==> config.mk <==
export PLATFORM = sky130hd
export DESIGN_NAME = ser2par_loader_flat
export DESIGN_NICKNAME = d
export VERILOG_FILES = /design/src/rtl/ser2par_loader_if.sv /design/src/rtl/ser2par_loader.sv /design/src/flat_wrapper.sv
export SDC_FILE = /design/constraint.sdc
export NUM_CORES = 1
export LEC_CHECK = 0
export CORE_AREA = 2 2 45 55
export CTS_BUF_LIST = sky130_fd_sc_hd__clkbuf_4
export DETAILED_ROUTE_END_ITERATION = 6
export DIE_AREA = 0 0 47 57
export GPL_TIMING_DRIVEN = 0
export PLACE_DENSITY_LB_ADDON = 0.1
export SLEW_MARGIN = 40
export SYNTH_ARGS = -nofsm -noshare
export SYNTH_HDL_FRONTEND = slang
export SYNTH_SLANG_ARGS = --single-unit
==> constraint.sdc <==
create_clock -name ck -period 4.6 [get_ports ck]
set_clock_uncertainty 0.2 [all_clocks]
set_input_delay 0.69 -clock ck [delete_from_list [all_inputs] [get_ports ck]]
set_output_delay 0.69 -clock ck [all_outputs]
set_load 0.01 [all_outputs]
**Run 1: track usage over the die**

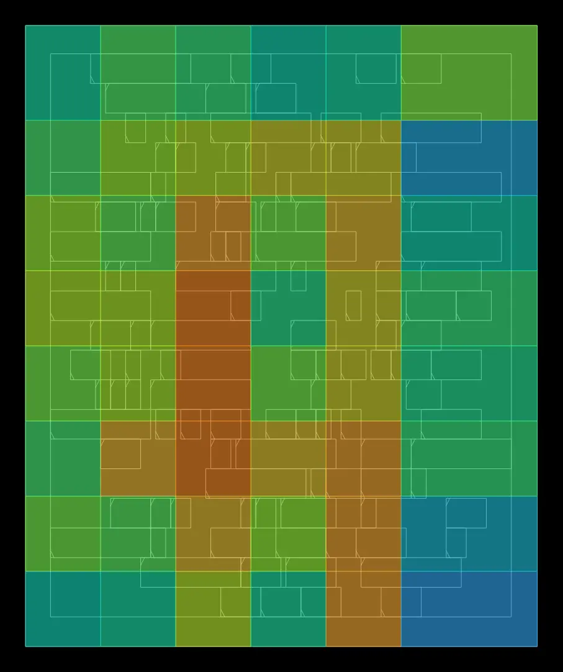
Global Route met3 Usage: 0.0222
met2 Resource Use GR: 0.272

**Run 1: sequential cells grouped by signal name**

Scale bar: 10 um. Other sequential cells in the stronger gray, the rest of the logic in the fainter gray.
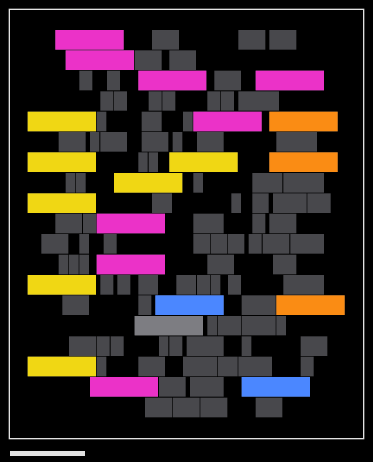
- u_core.bus.d: magenta (sequential cells 8)
- u_core.cnt: orange (sequential cells 3)
- u_core.state: blue (sequential cells 2)
- u_core.sr: yellow (sequential cells 7)
register area: 526 um^2
sequential logic power: 190 uW
Core Util, Final: 0.575
share of cell area taken by flip-flops and latches: 0.418

**Run 1: layout detail**

Scale bar: 5 um. Region (2, 33) to (22, 53) um. Cells in gray, sequential cells in the stronger gray; small squares are vias.
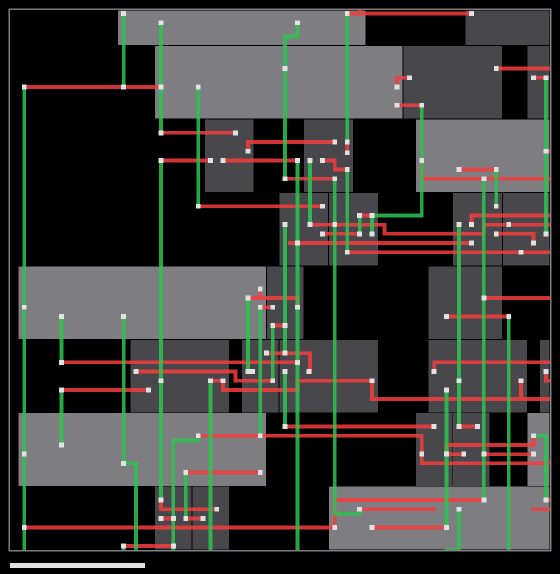
- met2: green
- met1: red
- sequential cells in the window: 5
- cells with their middle in the window: 22
- most frequent: o21ai_1 (6), dfrtp_1 (5)

==> reports/summary.json <==
{
  "antenna-diode-count": 0,
  "post_synth_and_or_nand_nor_area_fraction": 0.112,
  "status": "finished, final reports clean",
  "detailedRoute.firstPassIterationCount": 4,
  "numPortBuffers": 16,
  "synthCells": 92,
  "clkLatencyLatePin_ns": 0.30,
  "postRouteWirelength_um": 1830,
  "worst_slack_ns": 2.10,
  "worst_slew_margin_rel": 0.679,
  "ys_seq_elements": 21,
  "total_leakage_power_uw": 0.000570,
  "final-max-slew-violation-count": 0,
  "grt.met1_usage": 0.204,
  "yosys-top-cells-count": "sky130_fd_sc_hd__dfrtp_1, sky130_fd_sc_hd__o21ai_1, sky130_fd_sc_hd__inv_1",
  "yosysWarnings": 0,
  "cpLargestDelayFamily": "buffers and inverters",
  "asyncSetResetFlopFracSynth": 1.00,
  "cts.repair.resized": 0,
  "logic_gate_count": 58,
  "most_frequent_logic_cell_in_the_layout": "sky130_fd_sc_hd__dfrtp_1",
  "critical_path.max_stage_delay_ns": 0.52,
  "worst_pin_slew_ns": 0.481,
  "postSynthAreaPerCell_um2": 11.3,
  "grt_max_degree": 22,
  "crit_cells": 3,
  "final_wtd_congestion": 0.766,
  "cts_inserted_buffers": 3,
  "yosysSeqAreaShare": 0.507,
  "warning_count": 30,
  "wl_per_cell_um": 12.8,
  "num-nonclk-buffers": 20,
  "post_dp_hpwl_um": 1340,
  "area_dominant_class": "sequential cells",
  "finalInstanceArea_um2": 1260,
  "fin_total_pwr_uw": 319,
  "yosys_area_um2": 1040,
  "crit_path_cell_trace": "inv_1 > ha_1 > clkdlybuf4s50_1",
  "largest_register_ffs": 8,
  "grt-ovfl-total": 0,
  "yosysUniqueCellTypes": 24,
  "dr_total_vias": 696,
  "timing.fmax_mhz": 401,
  "initCoreUtil": 0.474,
  "gr-max-usage-layer": "met2",
  "layout.cells.most_common_list": "sky130_fd_sc_hd__dfrtp_1, sky130_fd_sc_hd__o21ai_1, sky130_fd_sc_hd__clkdlybuf4s50_1",
  "reg2reg_setup_slack_ns": 2.75,
  "root_buffer": "sky130_fd_sc_hd__clkbuf_4",
  "timing.critical_path.required_ns": 3.71,
  "maxCapViolCount": 0,
  "synth.logic.top_family": "multiplexers",
  "cp-end-kind": "output pin",
  "cts-hold-fix-buffers": 0,
  "fillers": 204,
  "floorplan.tapcells": 31,
  "placed_cell_area_um2": 1230,
  "critical_path_peak_fanout": 4,
  "drc": 0,
  "final_count_of_negative_setup_slack_endpoints": 0,
  "vdd_ir_drop_max_mv": 0.180,
  "seq_cells": 21,
  "yosys-top-cells-area": "sky130_fd_sc_hd__dfrtp_1, sky130_fd_sc_hd__ha_1, sky130_fd_sc_hd__o21ai_1",
  "rows": 19,
  "antenna_found_initial": 0,
  "grt.total_usage": 0.165,
  "tritoncts_num_sinks": 21,
  "grt_first_pass_wirelength_um": 3170,
  "synthToLayoutAreaGrowth_pct": 21.4,
  "die_height_um": 57,
  "core_area_um2": 2190,
  "tns_ns": 0,
  "fin_nets": 126,
  "count_of_clock_net_buffers_in_the_final_layout": 3,
  "iteration_0_drc_markers": 32,
  "hp-class": "input port to async pin",
  "grt_pass1_vias": 757,
  "drt-vias-per-instance": 4.87,
  "ant_nets": 0,
  "worst_slack_placed_ns": 2.27,
  "inverters_excl_clock": 9,
  "timing.final.crit_period_ns": 2.50,
  "clock_tree.buffer_depth": 2,
  "synthAoiAreaFrac": 0.107,
  "area.combinational_um2": 445,
  "io-pin-count": 17,
  "dieWidth_um": 47,
  "synth.top_cell.area_share": 0.507,
  "adder_share": 0.0845,
  "critical_path.slowest_cell": "sky130_fd_sc_hd__clkdlybuf4s50_1",
  "cts_tree": "done",
  "xor_area_frac": 0,
  "dieArea_um2": 2680,
  "syn-cell-area_um2": 1040,
  "layout-drive-gt1-share": 0.116,
  "setup_repair_after_global_routing_missed_its_margin": "false",
  "post-synth-top-count-cell": "sky130_fd_sc_hd__dfrtp_1",
  "critical_path_class": "flop to output pin",
  "yosys-mux-area-fraction": 0.126,
  "synthDominantAreaCellType": "sky130_fd_sc_hd__dfrtp_1",
  "final_layout_clock_cell_area_share": 0.0219,
  "fin_crit_sh": 0.543
}
==> run 1: layer usage <==
metal  routed length (um)  part of all wire  vias to the layer above
met3                   37             0.020                        2
met5                    0                 0                        -
met1                  802              0.44                      340
li1                     -                 -                      349
met2                  969              0.53                        5
met4                   19             0.010                        0
==> run 1: per-stage QoR <==
| step | hold WS, ns | cells |
|---|---|---|
| after global routing | 0.136 | 143 |
| after floorplan | 0.194 | 92 |
| after CTS | 0.137 | 143 |
| final | 0.129 | 143 |
| after global placement | 0.283 | 139 |
| after detailed placement | 0.293 | 139 |
==> run 1: report_power, final <==
part           internal, uW  switching (uW)
sequential              188            2.44
combinational          20.4            21.7
clock                  32.4            54.4
No activity file was given, so power comes from the tool's default toggle rates.
